`src/rtl/uart_cmd_rx_if.sv`:
```
// CPU UART load port: command select and data with a one-cycle load strobe.
//
// Handshake: uart_en is a valid-only strobe with no ready/backpressure. While
// uart_en is high for one clk, uart_sel/uart_data carry a new command that the
// consumer must take in that cycle; outside a strobe both are stable.
interface uart_cmd_rx_if;
    logic        uart_en;
    logic [1:0]  uart_sel;
    logic [15:0] uart_data;

    modport master (output uart_en, output uart_sel, output uart_data);
    modport slave  (input  uart_en, input  uart_sel, input  uart_data);
endinterface

```
`src/rtl/uart_cmd_rx.sv`:
```
// UART command receiver: 8N1 bytes on rx are assembled into 3-byte frames
// (header, data-high, data-low). A good frame produces one uart_en strobe with
// the new uart_sel/uart_data; bad, broken or stalled frames are dropped and
// flagged with a one-cycle error pulse. Both FSM states are exposed for debug.
module uart_cmd_rx #(
    parameter int CLKS_PER_BIT = 87,
    parameter int TIMEOUT_CLKS = 8700
) (
    input  logic           clk,
    input  logic           reset,
    input  logic           rx,
    uart_cmd_rx_if.master  cmd,
    output logic           busy,
    output logic           frm_err,
    output logic           hdr_err,
    output logic           to_err,
    output logic [1:0]     bit_fsm_state,
    output logic [1:0]     frame_fsm_state
);

    typedef enum logic [1:0] {IDLE, START, DATA, STOP} bit_state_t;
    typedef enum logic [1:0] {F_HDR, F_HI, F_LO} frame_state_t;

    localparam int CW = $clog2(CLKS_PER_BIT) + 1;
    localparam int TW = $clog2(TIMEOUT_CLKS) + 1;
    localparam logic [CW-1:0] HALF_LAST = CW'(CLKS_PER_BIT / 2 - 1);
    localparam logic [CW-1:0] BIT_LAST  = CW'(CLKS_PER_BIT - 1);
    localparam logic [TW-1:0] TO_LAST   = TW'(TIMEOUT_CLKS - 1);
    localparam logic [5:0]    HDR_TAG   = 6'b101000;

    // Synchroniser
    logic rx_meta;
    logic rxs;

    // Bit FSM
    bit_state_t    bit_state, bit_next;
    logic [CW-1:0] cnt, cnt_next;
    logic [2:0]    bit_idx, idx_next;
    logic [7:0]    shreg, sh_next;
    logic          byte_done;
    logic          stop_bad;
    logic          start_det;

    // Frame FSM
    frame_state_t  frame_state, frame_next;
    logic [TW-1:0] tcnt, tcnt_next;
    logic          hdr_bad;
    logic          timeout;
    logic          latch_sel;
    logic          latch_hi;
    logic          fire;
    logic [1:0]    sel_q;
    logic [7:0]    hi_q;

    assign bit_fsm_state   = bit_state;
    assign frame_fsm_state = frame_state;

    // Two-flop synchroniser for the asynchronous rx line; idles high.
    always_ff @(posedge clk or posedge reset) begin
        if (reset) begin
            rx_meta <= 1'b1;
            rxs     <= 1'b1;
        end else begin
            rx_meta <= rx;
            rxs     <= rx_meta;
        end
    end

    // Bit FSM state and per-bit counters.
    always_ff @(posedge clk or posedge reset) begin
        if (reset) begin
            bit_state <= IDLE;
            cnt       <= '0;
            bit_idx   <= '0;
            shreg     <= '0;
        end else begin
            bit_state <= bit_next;
            cnt       <= cnt_next;
            bit_idx   <= idx_next;
            shreg     <= sh_next;
        end
    end

    // Bit FSM next state: start-bit qualification, LSB-first shift, stop check.
    always_comb begin
        bit_next  = bit_state;
        cnt_next  = cnt;
        idx_next  = bit_idx;
        sh_next   = shreg;
        byte_done = 1'b0;
        stop_bad  = 1'b0;
        start_det = 1'b0;
        case (bit_state)
            IDLE: begin
                cnt_next = '0;
                if (!rxs) begin
                    bit_next  = START;
                    start_det = 1'b1;
                end
            end
            START: begin
                if (cnt == HALF_LAST) begin
                    cnt_next = '0;
                    if (!rxs) begin
                        bit_next = DATA;
                        idx_next = '0;
                    end else begin
                        // Line went back high before mid-bit: treat as a glitch.
                        bit_next = IDLE;
                    end
                end else begin
                    cnt_next = cnt + 1'b1;
                end
            end
            DATA: begin
                if (cnt == BIT_LAST) begin
                    cnt_next = '0;
                    sh_next  = {rxs, shreg[7:1]};
                    idx_next = bit_idx + 3'd1;
                    if (bit_idx == 3'd7) begin
                        bit_next = STOP;
                    end
                end else begin
                    cnt_next = cnt + 1'b1;
                end
            end
            STOP: begin
                if (cnt == BIT_LAST) begin
                    // Leave mid-stop-bit so a following start edge is not missed.
                    cnt_next = '0;
                    bit_next = IDLE;
                    if (rxs) begin
                        byte_done = 1'b1;
                    end else begin
                        stop_bad = 1'b1;
                    end
                end else begin
                    cnt_next = cnt + 1'b1;
                end
            end
            default: begin
                bit_next = IDLE;
                cnt_next = '0;
            end
        endcase
    end

    // Frame FSM state and inter-byte timeout counter.
    always_ff @(posedge clk or posedge reset) begin
        if (reset) begin
            frame_state <= F_HDR;
            tcnt        <= '0;
        end else begin
            frame_state <= frame_next;
            tcnt        <= tcnt_next;
        end
    end

    // Frame FSM next state: header check, byte latching, abort on error/timeout.
    always_comb begin
        frame_next = frame_state;
        tcnt_next  = tcnt;
        hdr_bad    = 1'b0;
        timeout    = 1'b0;
        latch_sel  = 1'b0;
        latch_hi   = 1'b0;
        fire       = 1'b0;

        if (stop_bad) begin
            frame_next = F_HDR;
        end else if (byte_done) begin
            case (frame_state)
                F_HDR: begin
                    if (shreg[7:2] == HDR_TAG) begin
                        latch_sel  = 1'b1;
                        frame_next = F_HI;
                    end else begin
                        hdr_bad = 1'b1;
                    end
                end
                F_HI: begin
                    latch_hi   = 1'b1;
                    frame_next = F_LO;
                end
                F_LO: begin
                    fire       = 1'b1;
                    frame_next = F_HDR;
                end
                default: frame_next = F_HDR;
            endcase
        end

        // A byte or start edge restarts the window, so byte_done beats timeout.
        if (byte_done || start_det || frame_state == F_HDR) begin
            tcnt_next = '0;
        end else if (bit_state == IDLE) begin
            if (tcnt == TO_LAST) begin
                timeout    = 1'b1;
                tcnt_next  = '0;
                frame_next = F_HDR;
            end else begin
                tcnt_next = tcnt + 1'b1;
            end
        end
    end

    // Frame payload latches and registered outputs; the command only moves on a strobe.
    always_ff @(posedge clk or posedge reset) begin
        if (reset) begin
            sel_q         <= '0;
            hi_q          <= '0;
            cmd.uart_en   <= 1'b0;
            cmd.uart_sel  <= '0;
            cmd.uart_data <= '0;
            busy          <= 1'b0;
            frm_err       <= 1'b0;
            hdr_err       <= 1'b0;
            to_err        <= 1'b0;
        end else begin
            cmd.uart_en <= fire;
            frm_err     <= stop_bad;
            hdr_err     <= hdr_bad;
            to_err      <= timeout;
            busy        <= (bit_state != IDLE) || (frame_state != F_HDR);
            if (latch_sel) begin
                sel_q <= shreg[1:0];
            end
            if (latch_hi) begin
                hi_q <= shreg;
            end
            if (fire) begin
                cmd.uart_sel  <= sel_q;
                cmd.uart_data <= {hi_q, shreg};
            end
        end
    end

endmodule

```
`src/flat_wrapper.sv`:
```
// flat-port wrapper written by rule: the top's interface ports become plain ports
module uart_cmd_rx_flat 
#(
    parameter int CLKS_PER_BIT = 87,
    parameter int TIMEOUT_CLKS = 8700
)
  (clk, reset, rx, busy, frm_err, hdr_err, to_err, bit_fsm_state, frame_fsm_state, cmd_uart_en, cmd_uart_sel, cmd_uart_data);
  uart_cmd_rx_if cmd_i ();
  input  logic clk;
  input  logic reset;
  input  logic rx;
  output logic busy;
  output logic frm_err;
  output logic hdr_err;
  output logic to_err;
  output logic [1:0] bit_fsm_state;
  output logic [1:0] frame_fsm_state;
  output wire logic [$bits(cmd_i.uart_en)-1:0] cmd_uart_en;
  output wire logic [$bits(cmd_i.uart_sel)-1:0] cmd_uart_sel;
  output wire logic [$bits(cmd_i.uart_data)-1:0] cmd_uart_data;
  assign cmd_uart_en = cmd_i.uart_en;
  assign cmd_uart_sel = cmd_i.uart_sel;
  assign cmd_uart_data = cmd_i.uart_data;
  uart_cmd_rx #(.CLKS_PER_BIT(CLKS_PER_BIT), .TIMEOUT_CLKS(TIMEOUT_CLKS)) u_core (.clk(clk), .reset(reset), .rx(rx), .cmd(cmd_i), .busy(busy), .frm_err(frm_err), .hdr_err(hdr_err), .to_err(to_err), .bit_fsm_state(bit_fsm_state), .frame_fsm_state(frame_fsm_state));
endmodule
```
`config.mk`:
```
export PLATFORM = sky130hd
export DESIGN_NAME = uart_cmd_rx_flat
export DESIGN_NICKNAME = d
export VERILOG_FILES = /design/src/rtl/uart_cmd_rx_if.sv /design/src/rtl/uart_cmd_rx.sv /design/src/flat_wrapper.sv
export SDC_FILE = /design/constraint.sdc
export NUM_CORES = 1
export LEC_CHECK = 0
export CAP_MARGIN = 25
export CORE_MARGIN = 3
export CORE_UTILIZATION = 52
export CTS_CLUSTER_DIAMETER = 40
export DETAILED_ROUTE_END_ITERATION = 12
export PLACE_DENSITY = 0.76
export SKIP_LAST_GASP = 1
export SLEW_MARGIN = 20
export SYNTH_ARGS = -nofsm -noshare
export SYNTH_HDL_FRONTEND = slang
export SYNTH_SLANG_ARGS = --single-unit
export TNS_END_PERCENT = 1
```
`constraint.sdc`:
```
create_clock -name clk -period 2.05 [get_ports clk]
set_input_delay 0.3075 -clock clk [delete_from_list [all_inputs] [get_ports clk]]
set_output_delay 0.3075 -clock clk [all_outputs]
set_load 0.03 [all_outputs]
```
==> run notes, run 1 <==
Implementation numbers.

- The count of buffers inserted at the top-level ports is 29.
- The layout summary lists the proportion of cells stronger than drive strength 1 as 29.0%.
- The synthesis report names the predominant flop master as sky130_fd_sc_hd__dfrtp_1.
- The TritonCTS clock tree is built.
- The final power report lists total power as 2.92 mW.
- The register containing the most flip-flops in the final layout is u_core.cmd.uart_data.
- Summing the areas of all compound-gate instances in the mapped netlist gives under 10% of the synthesized area.
- Detailed placement finished with a half-perimeter wire length of 5140 um.
- The sequential element share of the synthesized area is 52.8%.
- The worst-margin pin slew is 0.853 ns.
- The internal portion of the total power is 2.25 mW.
- The skew report gives the latency at the later pin of the worst-skew pair as 0.35 ns.
- The number of sinks handled by clock tree synthesis is 73.
- The tree is rooted in a sky130_fd_sc_hd__clkbuf_8.
- The worst path needs 2.02 ns of the cycle, external delays included.
- The type of origin of the critical path is a register.
- TritonRoute reported its final design rule violation total as 0.
- The number of flip-flops under the largest register name is 16.
- The critical path endpoint is u_core.cmd.uart_data[12].
- After routing the design area is between 4000 and 5000 um2.
- For this run the top cell type by instance count after synthesis was sky130_fd_sc_hd__dfrtp_1.
- The registers of the reported paths see a clock transition of 0.08 ns.
- The horizontal die dimension is 87.7 um.
- The mux cell area share after synthesis is 13.4%.
- The run finished with clean final reports.
- The cell area after synthesis is 3470 um2.
- CTS added clock buffers totalling 9.
- The count of antenna-violating nets left after detailed routing is 0.
- The share of synthesized cell area in and, or, nand and nor gates is 20.7%.
- After detailed routing, the wire length on met1 is roughly 3400 um.
- Including well taps, the total number of placed cells is 422.
- The tally of max-capacitance violations is 0.
- In this run the tightest slew margin relative to its limit is 42.9%.
- The global route stage reports its total congestion overflow as 0.
- Among all stages on the critical path, the largest delay is contributed by sky130_fd_sc_hd__or3_4.
- Per the detailed placement report, the placed cell area equals 4080 um2.
- The count of final setup violators is 0.
## run 1: what timing repair did
action | 4_1_cts | 5_1_grt
gates cloned | 2 | 0
setup endpoints to repair | 8 | 25
setup buffers | 2 | 0
pin swaps | 2 | 1
resized | 13 | 3
## run 1: critical path: cells and delay by family (launching register included)
family / cells / cell delay, ns
DFF: 1 / 0.39
adders and majority gates: 1 / 0.14
buffers and inverters: 3 / 0.34
muxes: 1 / 0.32
and+or+nand+nor: 3 / 0.72
## run 1: layout make-up
class | instances | area (um2) | area share (%)
Clock inverter | 6 | 90.1 | 2.03
Clock buffer | 10 | 138 | 3.10
Inverter | 5 | 22.5 | 0.508
Multi-Input combinational cell | 203 | 1590 | 35.9
Sequential cell | 73 | 1830 | 41.2
Tap cell | 77 | 96.3 | 2.17
Timing Repair Buffer | 68 | 668 | 15.1
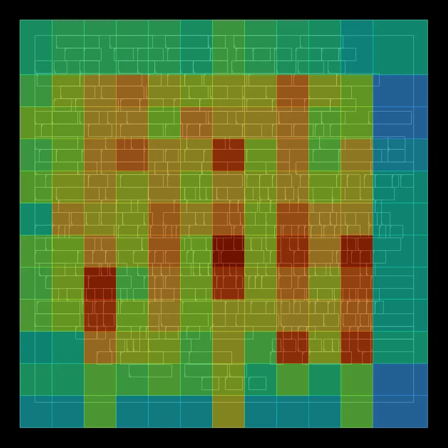
(run_1/final_congestion.png)
final core utilization: 69.1%
met2 usage in global routing: 34.4%
Top Usage Layer GRT: met2
met3 Usage GRT: 4.33%
global routing usage on met1: 29.4%

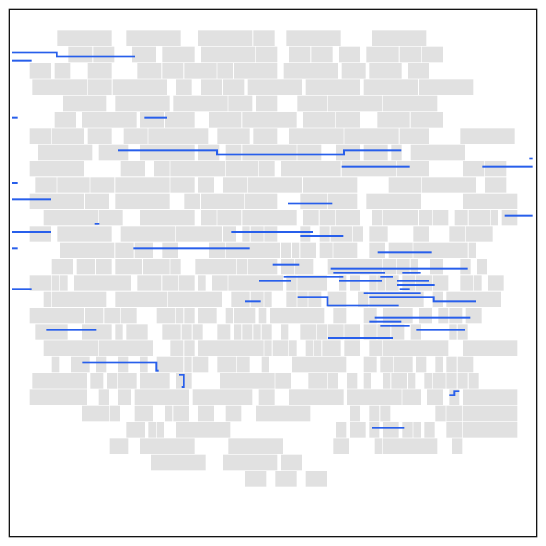
(run_1/met3.png)
(6 px per um)
wire length on this layer	369 um
nets with wire on the layer	34
longest straight run	22.5 um
share of all routed wire	4.8%
total number of vias: 2,600
detailed-route wire length: 7710 um

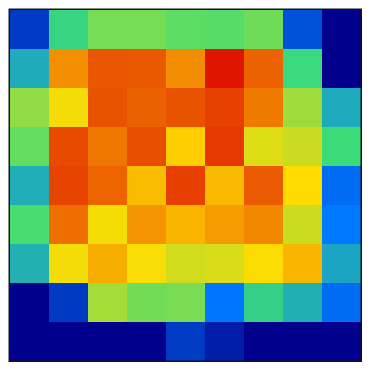
(run_1/density.png)
(4 px per um) The die is cut into 9 by 9 equal tiles; dark blue is low, red is high, 0 to 100% covered.
nearly empty tiles	12%
mean over tiles	56%
fullest tile	98%
tiles over 75% full	37%
placeable core region: 6420 um2
fp util: 54.0%

--- run 2 (diff from run 1) ---
--- a/config.mk
+++ b/config.mk
@@ -5,6 +5,7 @@
 export SDC_FILE = /design/constraint.sdc
 export NUM_CORES = 1
 export LEC_CHECK = 0
+export ABC_CLOCK_PERIOD_IN_PS = 2050
 export CAP_MARGIN = 25
 export CORE_MARGIN = 3
 export CORE_UTILIZATION = 52
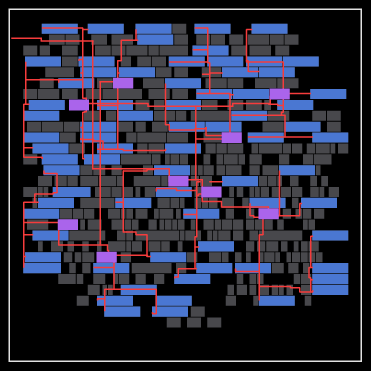
(run_2/clock_map.png)
(4 px per um)
[clock wires] red | length: 881 um
[flip-flops] blue | count: 73
[cells driving clock nets] purple | count: 9
flops lie	spread over the die

==> run notes, run 2 <==
Implementation numbers.

- The flow ran to the end, and the final reports show no timing, DRC or antenna violations.
- Sequential cells placed in the final layout were counted as 73.
- The number of tap cells inserted is about 77.
- Across the whole layout, storage elements make up roughly 41% of the cell area.
- TritonRoute reported its final design rule violation total as 0.
- The multi-input combinational cell count is 203.
- The TritonCTS clock tree is built.
- Port buffering added 29 buffers.
- After layout, the design draws a total of 2.92 mW.
- Summing the areas of all compound-gate instances in the mapped netlist gives 6.46% of the synthesized area.
- The worst setup path is launched from a register.
- The initial core utilization is 54.0%.
- The clock period minus final worst setup slack is 2.02 ns.
- After detailed routing, the total wire length is 7710 um.
- The placeable core area is 6420 um2.
- The horizontal die dimension is 87.7 um.
- In this run, the combinational gates consume 6.1% of the power.
- Per the layout area report, the combinational fraction of cell area is approximately 36%.
- Buffers outside the clock tree occupy 15.1% of the routed design's cell area.
- The global routing usage on met2 is between 30% and 40%.
- The layout stage reports a final design area of about 4400 um2.
- The worst-margin pin slew is 0.853 ns.
- The layer carrying the most global-route usage is met2.
- Measured against its own limit, the worst slew margin works out to a little over two fifths.
- The met1 track utilization from global routing is slightly below 30%.
- The most common flop cell mapped by yosys is sky130_fd_sc_hd__dfrtp_1.
- The registers of the reported paths see a clock transition of roughly 0.08 ns.
- The wire length on met1 is 3440 um.
- The register with the most flip-flops in the layout has 16 of them.
- Routing resource usage on met3 recorded by global route was 4.33%.
- Per the layout area report, the combinational gate area comes to 1590 um2.
- After synthesis, the share of cell area in mux cells is 13.4%.
- The register containing the most flip-flops in the final layout is u_core.cmd.uart_data.
- The buffer type at the clock tree root is sky130_fd_sc_hd__clkbuf_8.
- In this design, the largest share of critical-path delay is due to simple AND/OR/NAND/NOR gates.
- The script reports the combined buffer and inverter count of the critical path as 3.
- The clock tree buffer count of the final layout is 10.
- The count of antenna-violating nets left after detailed routing is 0.
- The number of ordinary and repair buffers in the finished layout is 68.
- For the worst-skew pair, the clock arrives at the later sink with an insertion delay of roughly 0.35 ns.
- Clock tree synthesis found a total of 73 sinks.
- The slowest library cell on the worst path is sky130_fd_sc_hd__or3_4.
- The flip-flop and latch area is 1830 um2.
- The inverter tally of the final layout excluding the clock network is 5.
- The number of placed instances, taps included is 422.
- The total CTS buffers is 9.
- The final route contains 2,600 vias.
- By area, sequential cells come first.
- STA classifies the critical path endpoint as a register.
- The number of resized instances in the post-cts repair step is 13.
- The final core utilization is 69.1%.
- sky130_fd_sc_hd__dfrtp_1 is the most common cell in the netlist.
- The standard cell area after detailed placement is around 4100 um2.
- The tally of max-capacitance violations is 0.
- The share of synthesized cell area in and, or, nand and nor gates is 20.7%.
- Per the GRT congestion report, total overflow comes to 0.
- The fraction of final layout cells with drive strength greater than 1 is 29.0%.
- In the final report, the number of endpoints failing setup comes to 0.
- The internal power of the cells is 2.25 mW.
- After synthesis the cells add up to 3470 um2.
- Buffers added to address setup during post-CTS repair amount to 2.
- The total of flip-flops plus latches after synthesis is 73.
- The largest fanout on the critical path is 4.
- The fraction of final cell area spent on clock buffers and inverters in this run is 5.13%.
run 2: cell counts in the layout (fill, tap and decap cells not counted):
No cell type changed its count.
run 2: path summary, 6_finish.rpt:
| check | cells past startpoint | endpoint | slack, ns | startpoint |
|---|---|---|---|---|
| setup / recovery | 8 | u_core.cmd.uart_data[12] | 0.03 | u_core.cnt[0] |
| hold / removal | 2 | u_core.cmd.uart_data[6] | 0.34 | reset |
| setup reg to reg | 8 | u_core.cmd.uart_data[12] | 0.03 | u_core.cnt[0] |
| min in group clk | 0 | u_core.rxs | 0.37 | u_core.rx_meta |
| hold reg to reg | 0 | u_core.rxs | 0.37 | u_core.rx_meta |
| max in group asynchronous | 3 | u_core.tcnt[1] | 1.22 | reset |
--- run 3 (diff from run 2) ---
--- a/config.mk
+++ b/config.mk
@@ -11,6 +11,7 @@
 export CORE_UTILIZATION = 52
 export CTS_CLUSTER_DIAMETER = 40
 export DETAILED_ROUTE_END_ITERATION = 12
+export HOLD_SLACK_MARGIN = 0.05
 export PLACE_DENSITY = 0.76
 export SKIP_LAST_GASP = 1
 export SLEW_MARGIN = 20
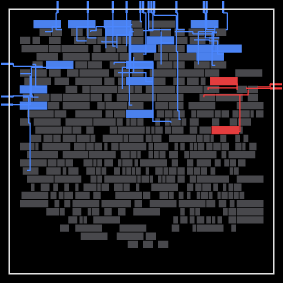
(run_3/port_nets.png)
(3 px per um)
port	color	direction	edge	end cells	buffers	wire
cmd_uart_sel	red	output	east	2	2	55.6 um
cmd_uart_data	blue	output	13 north, 3 west	16	16	558 um

==> run notes, run 3 <==
Implementation numbers.

- The flow ran to the end, and the final reports show no timing, DRC or antenna violations.
- In the synthesized netlist, the cells that appear most often are 71 x sky130_fd_sc_hd__dfrtp_1, 32 x sky130_fd_sc_hd__nand3_1, 27 x sky130_fd_sc_hd__mux2_2, 21 x sky130_fd_sc_hd__nor2_1, 15 x sky130_fd_sc_hd__nand2_1.
- The core region is roughly 6400 um2.
- The number of nets at floorplan is 303.
- For the worst reg-to-reg path, the endpoint reported by OpenROAD is u_core.cmd.uart_data[12].
- For reference, the critical path is captured by u_core.cmd.uart_data[12].
- At the end of routability-driven placement, the weighted congestion stood at 0.870.
- The sequential share of power is 50.3%.
- The most frequent cell after synthesis is sky130_fd_sc_hd__dfrtp_1.
- The largest fanout on the critical path is 4.
- Registers take ~1800 um2.
- The dominant delay contributor by cell family on the critical path is simple AND/OR/NAND/NOR gates.
- The TritonCTS clock tree is built.
- In the placement report, post-DP HPWL is listed as 5140 um.
- The total of flip-flops plus latches after synthesis is 73.
- The count of antenna-violating nets left after detailed routing is 0.
- The area taken by multi-input combinational cells is reported as between 1500 and 2000 um2.
- The met3 global-route usage is 4.33%.
- Sequential cells were found to cover a little over half of the synthesized design area.
- The total global routing overflow is 0.
- The post-CTS hold buffer count recorded in the log is 0.
- Counting buffers and inverters, the worst setup path is 8 cells deep.
- The cell area after synthesis is approximately 3500 um2.
- Combinational cells account for 6.1% of the total power.
- The final-report max-slew violation count is 0.
- In the per-layer breakdown of the detailed-route log, met1 shows 3440 um.
- During placement, the flow inserted port buffers numbering 29.
- The buffer type at the clock tree root is sky130_fd_sc_hd__clkbuf_8.
- In the routed design, unresolved DRC markers number 0.
- At the placement stage, the worst setup path has a slack of -0.0252 ns.
- The post-CTS clock slew at the launch and capture registers of the worst setup and hold paths is 0.08 ns.
- The register containing the most flip-flops in the final layout is u_core.cmd.uart_data.
- The global routing usage on met2 is between 30% and 40%.
- According to the floorplan report, the die width is 87.7 um.
- In the post-route report, total wirelength is listed as 7710 um.
- The routed layout has 2,600 vias.
- The design draws 2.92 mW.
- Cells fill 69.1% of the core in the end.
- Measured in cells, the most critical reg-to-reg path has a length of 8.
- The endpoint class of the critical path is a register.
- The launch point of the worst path is u_core.cnt[0].
- The largest registers in the layout are u_core.cmd.uart_data x16, u_core.tcnt x15.
- The maximum VDD drop is 0.553 mV.
- Per the final layout report, the fraction of cells sized above drive strength 1 comes to between 20% and 30%.
- STA lists the startpoint of the worst register-to-register path as u_core.cnt[0].
- The number of resized instances in the post-cts repair step is 13.
- Measured against its own limit, the worst slew margin works out to between 40 and 50%.
- The synthesized design contains 0 enable-type register cells.
- The type of origin of the critical path is a register.
- The timing report shows that the slowest cell on the worst path is sky130_fd_sc_hd__or3_4.
- Once the floorplan was initialized, standard cells occupied 54.0% of the core.
- The final antenna diode tally reported by the flow is 0.
- The setup TNS is 0 ns.
- The tally of max-capacitance violations is 0.
- The most common flop cell mapped by yosys is sky130_fd_sc_hd__dfrtp_1.
- The register with the most flip-flops in the layout has 16 of them.
- The reg2reg setup slack is 0.03 ns.
- The clock latency on the worst-skew pair is 0.35 ns.
- The routed design could run at a clock period as short as 2.02 ns.
- The critical path in the final layout is reported with a setup slack of between 0.02 and 0.03 ns.
- Looking at the max-slew report, the worst-margin pin has a slew of ~0.85 ns.
- Per the finish-stage timing summary, setup violations number 0.
- The final design instance area without fill is 4440 um2.
- The internal power of the cells is 2.25 mW.
- By area the synthesized netlist is led by sky130_fd_sc_hd__dfrtp_1 51%, sky130_fd_sc_hd__mux2_2 8.8%, sky130_fd_sc_hd__nand3_1 4.6%.
- Including well taps, the total number of placed cells is between 400 and 500.
- The met1 track utilization from global routing is 29.4%.
- The script reports the combined buffer and inverter count of the critical path as 3.
- Once the clock tree was built, the setup fixing pass inserted 2 buffers.
- The number of sinks handled by clock tree synthesis is 73.
- The standard cell area after detailed placement is between 4000 and 5000 um2.
- Per the GRT log, the top usage layer is met2.
- TritonCTS created 9 clock buffers.
==> run 3: cell counts after synthesis <==
No cell type changed its count.
==> run 3: cells by family (layout without fill, tap and decap cells) <==
family / after synthesis / count (layout) / synth area share [%]
fa+ha+maj: 5 / 5 / 1.80
flops: 73 / 73 / 52.8
buf+inv: 19 / 89 / 3.10
xor+xnor: 7 / 7 / 1.77
mux: 38 / 38 / 13.4
simple gates: 122 / 122 / 20.7
compound gates: 31 / 31 / 6.46
==> run 3: area by class of cell <==
type,count,area share (%)
repair buffers,68,15.1
clock inverters,6,2.03
well taps,77,2.17
inverters,5,0.508
multi-input cells,203,35.9
clock buffers,10,3.10
flip-flops and latches,73,41.2
No activity file was given, so power comes from the tool's default toggle rates.
